`config.mk`:
```
export PLATFORM = sky130hd
export DESIGN_NAME = serial_full_subtractor
export DESIGN_NICKNAME = d
export VERILOG_FILES = /design/src/rtl/serial_full_subtractor.sv
export SDC_FILE = /design/constraint.sdc
export NUM_CORES = 1
export LEC_CHECK = 0
export ABC_AREA = 1
export CAP_MARGIN = 10
export CELL_PAD_IN_SITES_DETAIL_PLACEMENT = 1
export CELL_PAD_IN_SITES_GLOBAL_PLACEMENT = 2
export CORE_MARGIN = 1.5
export CORE_UTILIZATION = 31
export CTS_CLUSTER_SIZE = 14
export DETAILED_ROUTE_END_ITERATION = 16
export PLACE_DENSITY = 0.76
export SYNTH_ARGS = -nofsm -noshare
export SYNTH_HDL_FRONTEND = slang
export SYNTH_SLANG_ARGS = --single-unit
```
`constraint.sdc`:
```
create_clock -name clk -period 3.3 [get_ports clk]
set_clock_uncertainty 0.1 [all_clocks]
set_input_delay 0.33 -clock clk [delete_from_list [all_inputs] [get_ports clk]]
set_output_delay 0.33 -clock clk [all_outputs]
set_load 0.02 [all_outputs]
```
`src/rtl/serial_full_subtractor.sv`:
```
// Bit-serial subtractor: a - b - bin, one bit per clock, LSB first.
// A single full-subtractor cell walks the captured operands while a borrow
// flop carries the chain between bits. Results appear only at completion.
module serial_full_subtractor #(
  parameter int WIDTH = 4
) (
  input  logic             clk,
  input  logic             rst_n,
  input  logic             start,
  input  logic [WIDTH-1:0] a,
  input  logic [WIDTH-1:0] b,
  input  logic             bin,
  output logic [WIDTH-1:0] diff,
  output logic             bout,
  output logic             done,
  output logic             busy
);

  localparam int CW = (WIDTH > 1) ? $clog2(WIDTH) : 1;

  typedef enum logic {
    IDLE = 1'b0,
    RUN  = 1'b1
  } state_t;

  state_t state, state_next;

  logic [WIDTH-1:0] sa, sb, acc, acc_next;
  logic [CW-1:0]    cnt;
  logic             br, d, br_next;
  logic             load, last;

  // Full-subtractor cell on the current LSBs of the working operands.
  always_comb begin
    d       = sa[0] ^ sb[0] ^ br;
    br_next = (~sa[0] & sb[0]) | (~(sa[0] ^ sb[0]) & br);
  end

  // Result bits enter from the MSB side so bit i settles at position i.
  generate
    if (WIDTH == 1) begin : g_acc1
      assign acc_next = d;
    end else begin : g_accn
      assign acc_next = {d, acc[WIDTH-1:1]};
    end
  endgenerate

  // State register.
  always_ff @(posedge clk or negedge rst_n) begin
    if (!rst_n) state <= IDLE;
    else        state <= state_next;
  end

  // Next-state decode: accept start only when idle, finish on the last bit.
  always_comb begin
    state_next = state;
    load       = 1'b0;
    last       = 1'b0;
    case (state)
      IDLE: begin
        if (start) begin
          load       = 1'b1;
          state_next = RUN;
        end
      end
      RUN: begin
        if (cnt == CW'(WIDTH - 1)) begin
          last       = 1'b1;
          state_next = IDLE;
        end
      end
      default: state_next = IDLE;
    endcase
  end

  // Working operands, borrow chain, partial result and bit counter.
  always_ff @(posedge clk or negedge rst_n) begin
    if (!rst_n) begin
      sa  <= '0;
      sb  <= '0;
      acc <= '0;
      br  <= 1'b0;
      cnt <= '0;
    end else if (load) begin
      sa  <= a;
      sb  <= b;
      acc <= '0;
      br  <= bin;
      cnt <= '0;
    end else if (state == RUN) begin
      sa  <= sa >> 1;
      sb  <= sb >> 1;
      acc <= acc_next;
      br  <= br_next;
      cnt <= cnt + 1'b1;
    end
  end

  // Visible outputs: updated only on completion, held otherwise.
  always_ff @(posedge clk or negedge rst_n) begin
    if (!rst_n) begin
      diff <= '0;
      bout <= 1'b0;
      done <= 1'b0;
    end else begin
      done <= last;
      if (last) begin
        diff <= acc_next;
        bout <= br_next;
      end
    end
  end

  assign busy = (state == RUN);

endmodule

```
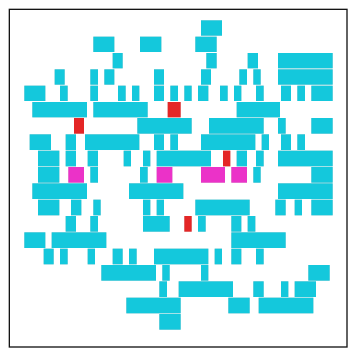
(images/sizing.png)
Scale: 6 px per um.
[x1 and smaller] cyan | cells: 104 | share: 93% | most used: nand2_1
[x2] red | cells: 4 | share: 3.6% | most used: inv_2
[x3 and x4] magenta | cells: 4 | share: 3.6% | most used: clkbuf_4
Signal buffers: 18
fin area: 0.00110 mm^2

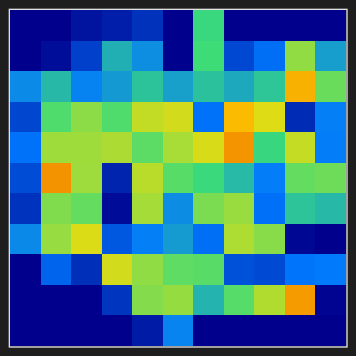
(images/util_map.png)
Scale: 6 px per um. The die is cut into 11 by 11 equal tiles; dark blue is low, red is high, 0 to 100% covered.
densest ninth of the die: centre
emptiest ninth of the die: lower left
nearly empty tiles: 21%
fullest tile: 83%
tiles over 75% full: 4.1%
final core utilization: 0.404
core area: 0.00271 mm^2
FP Core Util: 0.322

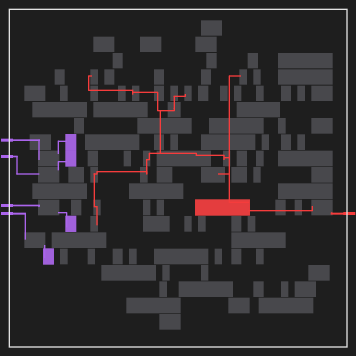
(images/port_trees.png)
Scale: 6 px per um.
[busy] red | bits: 1 | direction: output | end cells: 1 | buffers: 1 | wire: 111 um
[a] purple | bits: 4 | direction: input | end cells: 4 | buffers: 4 | wire: 37.7 um
I/O pin cnt: 19
# port buffers: 18

==> flow_metrics.py <==
# Synthesis and PnR figures
metrics = {
    "sta": {
        "finalCritPeriodShare": 0.636,
        "fmax_mhz": 476,
        "worst_slew_pin_slew_ns": 0.946,
        "rsz0062_at_grt": "false",
        "timing.final.ws_setup_ns": 1.20,
        "finalMaxSlewViolations": 0,
        "holdWs_ns": 0.381,
        "setup_viol": 0,
        "tns_ns": 0,
        "period_minus_slack_ns": 2.10,
    },
    "power_and_ir_drop": {
        "ir_worst_vdd_uv": 445,
        "pwr_density_cell_mw_per_mm2": 831,
        "power.switching_w": 0.000349,
        "p_sw_frac": 0.383,
        "seq_power_w": 0.000435,
        "pwr-share-seq": 0.478,
        "p_clk_w": 0.000124,
        "power.internal_w": 0.000562,
        "pwr-share-clk": 0.136,
    },
    "detailed_routing": {
        "drtPass1Iterations": 3,
        "via_per_inst": 4.57,
        "vias": 653,
        "routedLengthMet1_um": 770,
        "wire_per_inst_um": 11.8,
        "ant_nets": 0,
        "wl_um": 1680,
        "top_layer": "met4",
    },
    "global_route": {
        "met1_usage": 0.169,
        "grt_use_met3": 0.0488,
        "grt_pass1_vias": 661,
        "grt_max_degree": 22,
        "track_usage": 0.126,
        "antenna_found_initial": 0,
        "use_met2": 0.197,
        "busiest_layer": "met2",
        "grt_pass1_wl_um": 3030,
    },
    "worst_setup_path": {
        "worstSetupEndpoint": "busy",
        "critPathBufInv": 1,
        "critPathArrivalTime_ns": 1.67,
        "rr_worst_depth": 3,
        "r2r_end": "acc[3]$_DFFE_PN0P_",
        "slowest_stage": "clkdlybuf4s50_1",
        "crit_start": "busy$_DFF_PN0_",
        "critical-path-top-delay-family": "buffers and inverters",
        "cp_num_cells": 1,
        "critPathMaxStageDelay_ns": 0.70,
        "cp-end-kind": "output pin",
        "cp_cell_sequence": "clkdlybuf4s50_1",
        "worst-path-max-fanout": 12,
        "start_kind": "flip-flop",
        "r2r_slack_ns": 1.96,
        "required_ns": 2.87,
    },
    "cells_and_area": {
        "sequential_cell_area_um2": 526,
        "seq_share": 0.479,
        "comb_share": 0.268,
        "fillers": 328,
        "final_common_cell": "nand2_1",
        "clkCellAreaFrac": 0.0251,
        "top_regs": "diff x4, sa x4, sb x4",
        "buf_share": 0.164,
        "layout-drive-gt1-share": 0.0714,
        "dominant_cells": "sequential cells",
        "nNetsFinal": 127,
        "logic_area_um2": 294,
        "comb_cells": 61,
        "n_clock_buffer": 3,
    },
    "synth": {
        "adder_share": 0.0373,
        "syn-num-nets": 108,
        "synth.cell_area_um2": 872,
        "top_cell_area_share": 0.603,
        "ff_type": "dfrtp_1",
        "synth_top_cell_by_count": "nand2_1",
        "ys_cells": 94,
        "synth-edff-count": 0,
        "area_leaders": "dfrtp_1 (60%), nand2_1 (14%), nand3_1 (9.2%)",
        "syn_inst": 94,
        "common_cells": "nand2_1 (32), dfrtp_1 (21), nand3_1 (16)",
        "yosys.cell_types.count": 14,
        "ys_sh_mux": 0,
        "avgSynthCellArea_um2": 9.28,
        "synthTopLogicFamily": "simple AND/OR/NAND/NOR gates",
        "synthAoiAreaFrac": 0.0459,
        "yosys_area_um2": 872,
        "synth_warnings": 0,
    },
    "clock_network": {
        "htreeDepth": 1,
        "cts-root-buf": "clkbuf_4",
        "cts_tree": "built",
        "cts_setup_buffers": 0,
        "postCtsHoldBufs": 0,
        "clk_latency_ns": 0.30,
        "cts.path.max_buffers": 2,
        "clk_pin_slew_ns": 0.12,
        "ctsResizeCount": 0,
        "clock-sinks": 21,
    },
    "floorplanning": {
        "die_area_mm2": 0.00314,
        "tap_cells": 31,
        "rows": 19,
    },
    "min_path": {
        "holdPathEnd": "diff[0]$_DFFE_PN0P_",
        "hold_path_depth": 2,
        "min-delay-start": "acc[1]$_DFFE_PN0P_",
        "holdCritPathClass": "flip-flop to flip-flop",
    },
    "run_status": {
        "status": "finished, final reports clean",
    },
    "place": {
        "dp_slack_ns": 1.53,
        "dpl.cell_count": 139,
        "placed_area_mm2": 0.00107,
        "gp_congestion": 0.667,
    },
    "flow_run": {
        "cap_violations": 0,
    },
}
No activity file was given, so power comes from the tool's default toggle rates.
